**src/rtl/pueo_rdsched_pkg.sv**
```systemverilog
// Shared definitions for the PUEO readout scheduler.
//   - state_t   : scheduler FSM states (IDLE/ARM/READ/COMMIT)
//   - idx_w()   : index width for a count of n items (at least 1 bit)
//   - addr_t / chan_t / slot_t / beat_t : widths for the default build
//     (NCHAN=8, ADDRLEN=14, RDLEN=1024, NBUF=8)
package pueo_rdsched_pkg;

  localparam int unsigned DEF_NCHAN   = 8;
  localparam int unsigned DEF_ADDRLEN = 14;
  localparam int unsigned DEF_RDLEN   = 1024;
  localparam int unsigned DEF_NBUF    = 8;

  function automatic int unsigned idx_w(input int unsigned n);
    return (n > 1) ? $clog2(n) : 1;
  endfunction

  // Beat counter spans one channel's worth of words.
  localparam int unsigned DEF_BEAT_W = idx_w(DEF_RDLEN);

  typedef enum logic [1:0] {
    ST_IDLE   = 2'd0,
    ST_ARM    = 2'd1,
    ST_READ   = 2'd2,
    ST_COMMIT = 2'd3
  } state_t;

  typedef logic [DEF_ADDRLEN-1:0]        addr_t;
  typedef logic [idx_w(DEF_NCHAN)-1:0]   chan_t;
  typedef logic [idx_w(DEF_NBUF)-1:0]    slot_t;
  typedef logic [DEF_BEAT_W-1:0]         beat_t;

endpackage

```
**src/rtl/pueo_buf_alloc.sv**
```systemverilog
// Event-buffer slot allocator.
// Keeps one occupancy bit per slot, offers the lowest-index free slot and
// a registered "all slots occupied" flag.
// Ports:
//   i_clk, i_rst_n  clock, async active-low reset (clears all occupancy)
//   i_set/i_set_idx mark a slot occupied
//   i_clr/i_clr_idx mark a slot free (freeing a free slot has no effect)
//   o_free_idx      lowest-index free slot, from current (pre-update) occupancy
//   o_any_free      at least one slot free, from current occupancy
//   o_full          all slots occupied, registered
module pueo_buf_alloc
  import pueo_rdsched_pkg::*;
#(
  parameter int NBUF = 8,
  parameter int IW   = idx_w(NBUF)
) (
  input  logic          i_clk,
  input  logic          i_rst_n,
  input  logic          i_set,
  input  logic [IW-1:0] i_set_idx,
  input  logic          i_clr,
  input  logic [IW-1:0] i_clr_idx,
  output logic [IW-1:0] o_free_idx,
  output logic          o_any_free,
  output logic          o_full
);

  logic [NBUF-1:0] r_occ;
  logic [NBUF-1:0] w_occ_nxt;
  logic            r_full;

  // Scan from the top down so the lowest free index is the last one written.
  always_comb begin
    o_free_idx = '0;
    for (int i = NBUF - 1; i >= 0; i--) begin
      if (!r_occ[i]) o_free_idx = IW'(i);
    end
  end

  // Set is applied after clear: a slot being allocated was free already, so
  // a coincident free of that same slot must not undo the allocation.
  always_comb begin
    w_occ_nxt = r_occ;
    if (i_clr) w_occ_nxt[i_clr_idx] = 1'b0;
    if (i_set) w_occ_nxt[i_set_idx] = 1'b1;
  end

  always_ff @(posedge i_clk or negedge i_rst_n) begin
    if (!i_rst_n) begin
      r_occ  <= '0;
      r_full <= 1'b0;
    end else begin
      r_occ  <= w_occ_nxt;
      r_full <= &w_occ_nxt;
    end
  end

  assign o_any_free = ~&r_occ;
  assign o_full     = r_full;

endmodule

```
**src/rtl/pueo_readout_sched.sv**
```systemverilog
// Trigger-driven readout scheduler (memclk domain).
// Accepts a trigger time, allocates the lowest free event-buffer slot,
// computes the lookback start address and streams NCHAN x RDLEN read beats
// into that slot, then pulses evt_valid_o to hand the slot to the ifclk side.
// Ports:
//   memclk_i, memclk_rstn_i       clock, async active-low reset
//   trig_time_i/valid_i/ready_o   trigger handshake (accepted only in IDLE)
//   offset_i                      lookback offset, held static during READ
//   rd_en_o/addr_o/chan_o/buf_o/last_o  read beat stream
//   evt_valid_o/evt_buf_o         1-cycle slot commit
//   buf_done_i/buf_done_idx_i     slot release from the ifclk side
//   buf_full_o                    all slots occupied (registered)
//   busy_o                        FSM not IDLE
//   drop_count_o                  dropped-trigger counter
// Build option: PUEO_RDSCHED_DROPCNT_EN adds drop_count_o, a saturating
// 16-bit count of triggers accepted while no slot was free. Without it the
// port is absent and such triggers are dropped silently.
module pueo_readout_sched
  import pueo_rdsched_pkg::*;
#(
  parameter int NCHAN    = 8,
  parameter int ADDRLEN  = 14,
  parameter int TRIGBITS = 15,
  parameter int RDLEN    = 1024,
  parameter int NBUF     = 8
) (
  input  logic                     memclk_i,
  input  logic                     memclk_rstn_i,
  input  logic [TRIGBITS-1:0]      trig_time_i,
  input  logic                     trig_valid_i,
  output logic                     trig_ready_o,
  input  logic [ADDRLEN-1:0]       offset_i,
  output logic                     rd_en_o,
  output logic [ADDRLEN-1:0]       rd_addr_o,
  output logic [idx_w(NCHAN)-1:0]  rd_chan_o,
  output logic [idx_w(NBUF)-1:0]   rd_buf_o,
  output logic                     rd_last_o,
  output logic                     evt_valid_o,
  output logic [idx_w(NBUF)-1:0]   evt_buf_o,
  input  logic                     buf_done_i,
  input  logic [idx_w(NBUF)-1:0]   buf_done_idx_i,
  output logic                     buf_full_o,
  output logic                     busy_o
`ifdef PUEO_RDSCHED_DROPCNT_EN
  ,
  output logic [15:0]              drop_count_o
`endif
);

  localparam int CHW = idx_w(NCHAN);
  localparam int SLW = idx_w(NBUF);
  localparam int BW  = idx_w(RDLEN);

  state_t              r_state;
  state_t              w_state_nxt;
  logic [ADDRLEN-1:0]  r_trig;
  logic [ADDRLEN-1:0]  r_start;
  logic [ADDRLEN-1:0]  r_addr;
  logic [BW-1:0]       r_beat;
  logic [CHW-1:0]      r_chan;
  logic [SLW-1:0]      r_slot;

  logic [SLW-1:0]      w_free_idx;
  logic                w_any_free;
  logic                w_full;
  logic                w_accept;
  logic                w_beat_last;
  logic                w_chan_last;

  // Only the low ADDRLEN bits of the trigger time address the lookback.
  logic                w_unused_trig_hi;
  assign w_unused_trig_hi = ^trig_time_i[TRIGBITS-1:ADDRLEN];

  assign w_accept    = (r_state == ST_IDLE) && trig_valid_i && w_any_free;
  assign w_beat_last = (r_beat == BW'(RDLEN - 1));
  assign w_chan_last = (r_chan == CHW'(NCHAN - 1));

  pueo_buf_alloc #(
    .NBUF (NBUF),
    .IW   (SLW)
  ) u_alloc (
    .i_clk      (memclk_i),
    .i_rst_n    (memclk_rstn_i),
    .i_set      (r_state == ST_ARM),
    .i_set_idx  (w_free_idx),
    .i_clr      (buf_done_i),
    .i_clr_idx  (buf_done_idx_i),
    .o_free_idx (w_free_idx),
    .o_any_free (w_any_free),
    .o_full     (w_full)
  );

  // State register
  always_ff @(posedge memclk_i or negedge memclk_rstn_i) begin
    if (!memclk_rstn_i) r_state <= ST_IDLE;
    else                r_state <= w_state_nxt;
  end

  // Next-state logic
  always_comb begin
    w_state_nxt = r_state;
    case (r_state)
      ST_IDLE:   if (w_accept) w_state_nxt = ST_ARM;
      ST_ARM:    w_state_nxt = ST_READ;
      ST_READ:   if (w_beat_last && w_chan_last) w_state_nxt = ST_COMMIT;
      ST_COMMIT: w_state_nxt = ST_IDLE;
      default:   w_state_nxt = ST_IDLE;
    endcase
  end

  // Output logic: outputs are gated by state so stale sequencing registers
  // never leak onto the ports outside their phase.
  always_comb begin
    trig_ready_o = 1'b0;
    rd_en_o      = 1'b0;
    rd_addr_o    = '0;
    rd_chan_o    = '0;
    rd_buf_o     = '0;
    rd_last_o    = 1'b0;
    evt_valid_o  = 1'b0;
    evt_buf_o    = '0;
    case (r_state)
      ST_IDLE: trig_ready_o = 1'b1;
      ST_READ: begin
        rd_en_o   = 1'b1;
        rd_addr_o = r_addr;
        rd_chan_o = r_chan;
        rd_buf_o  = r_slot;
        rd_last_o = w_beat_last;
      end
      ST_COMMIT: begin
        evt_valid_o = 1'b1;
        evt_buf_o   = r_slot;
      end
      default: ;
    endcase
  end

  assign busy_o     = (r_state != ST_IDLE);
  assign buf_full_o = w_full;

  // Trigger time and start address are pure data: captured, never reset.
  always_ff @(posedge memclk_i) begin
    if (w_accept)            r_trig  <= trig_time_i[ADDRLEN-1:0];
    if (r_state == ST_ARM)   r_start <= r_trig - offset_i;
  end

  // Beat sequencing. Address wraps naturally at 2^ADDRLEN; every channel
  // re-reads the same lookback window starting from r_start.
  always_ff @(posedge memclk_i or negedge memclk_rstn_i) begin
    if (!memclk_rstn_i) begin
      r_addr <= '0;
      r_beat <= '0;
      r_chan <= '0;
      r_slot <= '0;
    end else begin
      case (r_state)
        ST_ARM: begin
          r_addr <= r_trig - offset_i;
          r_beat <= '0;
          r_chan <= '0;
          r_slot <= w_free_idx;
        end
        ST_READ: begin
          if (w_beat_last) begin
            r_beat <= '0;
            r_addr <= r_start;
            r_chan <= r_chan + 1'b1;
          end else begin
            r_beat <= r_beat + 1'b1;
            r_addr <= r_addr + 1'b1;
          end
        end
        default: ;
      endcase
    end
  end

`ifdef PUEO_RDSCHED_DROPCNT_EN
  logic        w_drop;
  logic [15:0] r_drop_cnt;

  // A trigger seen in IDLE with every slot occupied is consumed and dropped.
  assign w_drop = (r_state == ST_IDLE) && trig_valid_i && !w_any_free;

  always_ff @(posedge memclk_i or negedge memclk_rstn_i) begin
    if (!memclk_rstn_i)                          r_drop_cnt <= '0;
    else if (w_drop && (r_drop_cnt != 16'hFFFF)) r_drop_cnt <= r_drop_cnt + 1'b1;
  end

  assign drop_count_o = r_drop_cnt;
`endif

endmodule

```
**config.mk**
```make
export PLATFORM = sky130hd
export DESIGN_NAME = pueo_readout_sched
export DESIGN_NICKNAME = d
export VERILOG_FILES = /design/src/rtl/pueo_rdsched_pkg.sv /design/src/rtl/pueo_buf_alloc.sv /design/src/rtl/pueo_readout_sched.sv
export SDC_FILE = /design/constraint.sdc
export NUM_CORES = 1
export LEC_CHECK = 0
export ABC_AREA = 1
export CAP_MARGIN = 20
export CORE_MARGIN = 2
export CORE_UTILIZATION = 56
export CTS_BUF_LIST = sky130_fd_sc_hd__clkbuf_8
export DETAILED_ROUTE_END_ITERATION = 12
export GPL_TIMING_DRIVEN = 1
export HOLD_SLACK_MARGIN = 0.15
export PLACE_DENSITY = 0.82
export SLEW_MARGIN = 20
export SYNTH_ARGS = -nofsm -noshare
export SYNTH_HDL_FRONTEND = slang
export SYNTH_SLANG_ARGS = --single-unit
```
**constraint.sdc**
```tcl
create_clock -name memclk_i -period 2.45 [get_ports memclk_i]
set_clock_uncertainty 0.1 [all_clocks]
set_input_delay 0.3675 -clock memclk_i [delete_from_list [all_inputs] [get_ports memclk_i]]
set_output_delay 0.3675 -clock memclk_i [all_outputs]
set_load 0.01 [all_outputs]
```
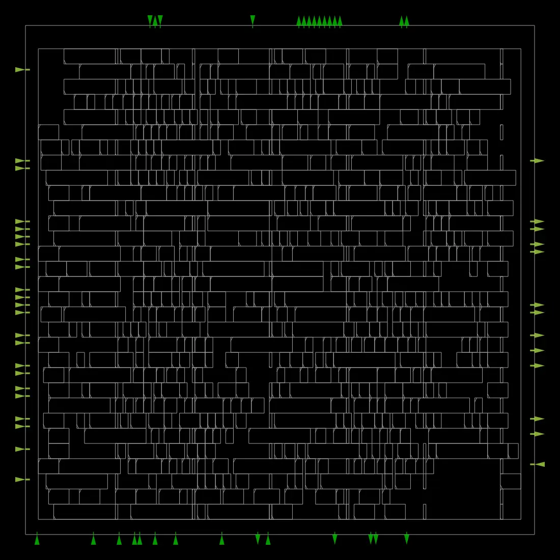
*Cell placement, run 1*
flop share of the area: 34.9%
CORE AREA: 7290 um^2
post-layout util: 73.4%
Non-Filler Instances: 722

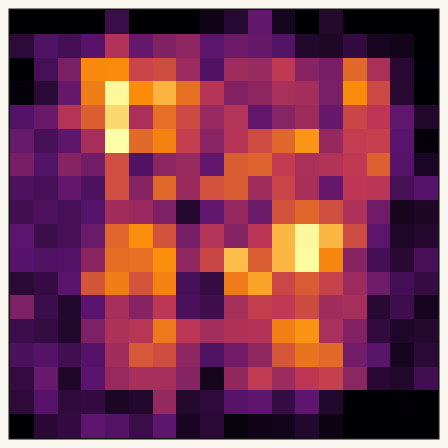
*Signal metal coverage by tile, run 1*
The die is cut into 18 by 18 equal tiles; black is low, pale yellow is high, scaled to the fullest tile. Values are wire area over tile area, all layers added.
- mean over tiles: 0.19
- tiles over half the peak: 25%
- fullest tile: 0.56
- nearly empty tiles: 8.6%
- densest ninth of the die: centre

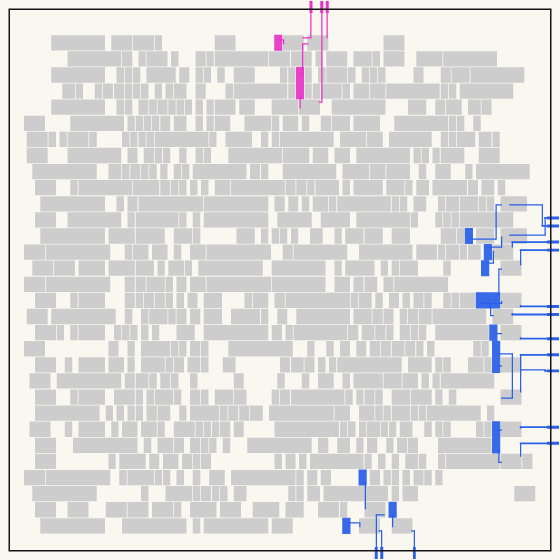
*Nets reached from selected ports, run 1*
- rd_addr_o: blue (bits 14; direction output; end cells 14; buffers 14; wire 144 um)
- evt_buf_o: magenta (bits 3; direction output; end cells 3; buffers 3; wire 35.7 um)

==> impl_metrics.env, run 1 <==
# implementation run metrics
export IMPL_holdPathStages=1
export IMPL_tightest_slew_ns=0.918
export IMPL_dpl_instance_area_um2=5090
export IMPL_top_cell_area_share_pct=24.1
export IMPL_dr_wl_met3_um=585
export IMPL_use_met2_pct=42.7
export IMPL_yosys_most_used_dff="dfrtp_1"
export IMPL_die_w_um=91.2
export IMPL_buffers=85
export IMPL_buffer_area_share_pct=15.0
export IMPL_maxSlewHeadroom_pct=38.8
export IMPL_inverters=90
export IMPL_layout_top_cells="nand2_1, inv_1, clkdlybuf4s50_1"
export IMPL_syn_inst=532
export IMPL_cts_setup_buffers=1
export IMPL_syn_avg_cell_area_um2=8.01
export IMPL_outcome="complete, no violations"
export IMPL_crit_type="reg2out"
export IMPL_xor_share_pct=3.70
export IMPL_grt_met1_usage_pct=32.0
export IMPL_num_fill_cells=603
export IMPL_finalSetupTns_ns=0
==> run 2: changes to the inputs <==
--- a/config.mk
+++ b/config.mk
@@ -13,6 +13,7 @@
 export DETAILED_ROUTE_END_ITERATION = 12
 export GPL_TIMING_DRIVEN = 1
 export HOLD_SLACK_MARGIN = 0.15
+export MAX_ROUTING_LAYER = met4
 export PLACE_DENSITY = 0.82
 export SLEW_MARGIN = 20
 export SYNTH_ARGS = -nofsm -noshare
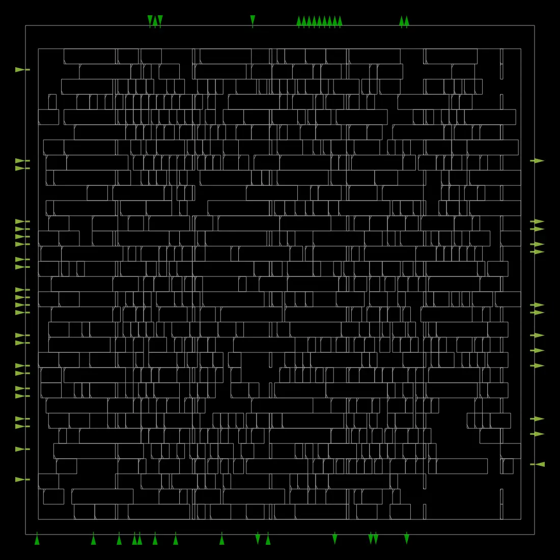
*Cell placement, run 2*
flop share of the area: 35.1%
filler instances: 593
tap cells: 99

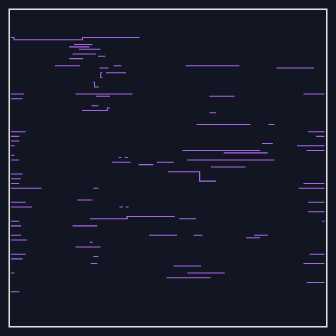
*M3 wires, run 2*
- nets with wire on the layer: 72
- main direction: horizontal
- share of all routed wire: 5.1%
- wire length on this layer: 497 um
- longest straight run: 24.8 um

==> impl_metrics.env, run 2 <==
# implementation run metrics
export IMPL_die_w_um=91.2
export IMPL_ctsHoldBuffers=1
export IMPL_synth_distinct_cells=46
export IMPL_p_seq_mw=1.46
export IMPL_comb_area_um2=2020
export IMPL_fp_utilization_pct=58.4
export IMPL_core_um2=7290
export IMPL_buffers=84
export IMPL_finalSetupTns_ns=0
export IMPL_dp_hpwl_um=7130
export IMPL_postLayoutCoreUtil_pct=72.9
export IMPL_num_rows=31
export IMPL_buffer_area_share_pct=14.9
export IMPL_viasPerCell=5.21
export IMPL_largest_cell_class="combinational gates"
export IMPL_xor_share_pct=3.70
export IMPL_holdPathStages=1
export IMPL_hp_class="reg2reg"
export IMPL_tightest_slew_ns=0.925
export IMPL_fin_ws_ns=0.0923
export IMPL_maxSlewHeadroom_pct=38.4
export IMPL_maxPowerGroup="sequential cells"
export IMPL_syn_inst=532
export IMPL_cts_setup_buffers=1
export IMPL_crit_type="reg2out"
export IMPL_final_cells=721
export IMPL_p_sw_share_pct=33.3
export IMPL_syn_avg_cell_area_um2=8.01
export IMPL_inverters=90
export IMPL_dr_wl_met3_um=496
export IMPL_crit_cells=6
export IMPL_layout_top_cells="nand2_1, inv_1, clkdlybuf4s50_1"
export IMPL_power_density_nw_per_um2=594
export IMPL_use_met2_pct=41.5
export IMPL_first_pass_iters=5
export IMPL_yosys_most_used_dff="dfrtp_1"
export IMPL_powerComb_mw=0.854
export IMPL_dpl_instance_area_um2=5080
export IMPL_wl_per_cell_um=13.5
export IMPL_crit_path_max_fanout=10
export IMPL_outcome="complete, no violations"
export IMPL_top_cell_area_share_pct=24.1
export IMPL_warning_count=30
export IMPL_synth_cellmix_simpleShare_pct=25.1
export IMPL_startpoint="r_state[0]"
export IMPL_r2r_slack_ns=0.35
export IMPL_grt_met1_usage_pct=32.5
==> run 3: changes to the inputs <==
--- a/config.mk
+++ b/config.mk
@@ -5,16 +5,16 @@
 export SDC_FILE = /design/constraint.sdc
 export NUM_CORES = 1
 export LEC_CHECK = 0
-export ABC_AREA = 1
 export CAP_MARGIN = 20
 export CORE_MARGIN = 2
 export CORE_UTILIZATION = 56
 export CTS_BUF_LIST = sky130_fd_sc_hd__clkbuf_8
+export CTS_CLUSTER_SIZE = 16
 export DETAILED_ROUTE_END_ITERATION = 12
 export GPL_TIMING_DRIVEN = 1
 export HOLD_SLACK_MARGIN = 0.15
 export MAX_ROUTING_LAYER = met4
-export PLACE_DENSITY = 0.82
+export PLACE_DENSITY = 0.83
 export SLEW_MARGIN = 20
 export SYNTH_ARGS = -nofsm -noshare
 export SYNTH_HDL_FRONTEND = slang
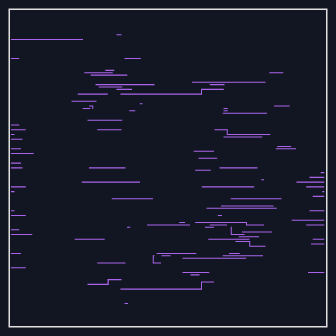
*M3 wires, run 3*
- longest straight run: 23.0 um
- nets with wire on the layer: 79
- share of all routed wire: 6.3%
- wire length on this layer: 647 um
Routed WL: 10300 um
M3 GR Usage: 5.84%

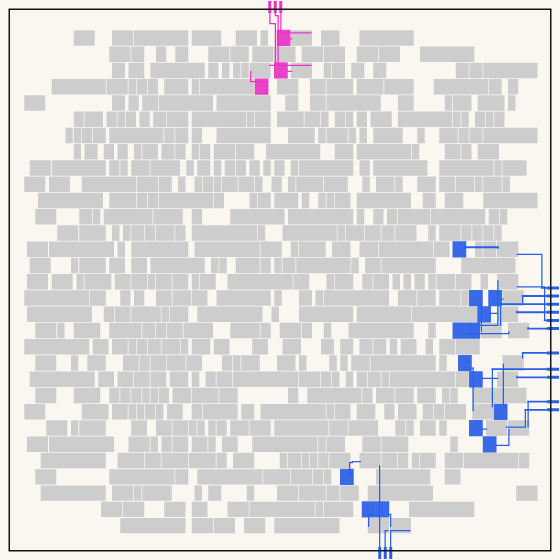
*Nets reached from selected ports, run 3*
- evt_buf_o: magenta (bits 3; direction output; end cells 3; buffers 3; wire 40.3 um)
- rd_addr_o: blue (bits 14; direction output; end cells 14; buffers 14; wire 175 um)

==> impl_metrics.env, run 3 <==
# implementation run metrics
export IMPL_outcome="complete, no violations"
export IMPL_power_density_nw_per_um2=441
export IMPL_powerComb_mw=0.234
export IMPL_cts_setup_buffers=0
export IMPL_layout_top_cells="clkdlybuf4s50_1, nand2_1, nor2_1"
export IMPL_finalSetupTns_ns=0
export IMPL_hp_class="reg2reg"
export IMPL_maxSlewHeadroom_pct=55.5
export IMPL_syn_avg_cell_area_um2=9.43
export IMPL_r2r_slack_ns=0.20
export IMPL_fin_ws_ns=0.107
export IMPL_holdPathStages=1
export IMPL_synth_distinct_cells=58
export IMPL_top_cell_area_share_pct=24.6
export IMPL_largest_cell_class="combinational gates"
export IMPL_dp_hpwl_um=7450
export IMPL_postLayoutCoreUtil_pct=74.7
export IMPL_warning_count=30
export IMPL_dpl_instance_area_um2=5140
export IMPL_synth_cellmix_simpleShare_pct=20.1
export IMPL_buffers=104

## Gallery

Where the registers sit.
Other sequential cells in the stronger grey, the rest of the logic in the fainter grey.
picture 1
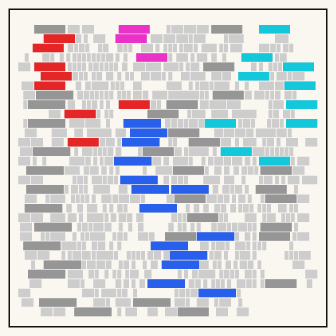
picture 2
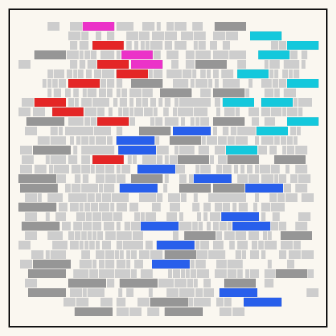
- run 3 = picture 2
- run 2 = picture 1

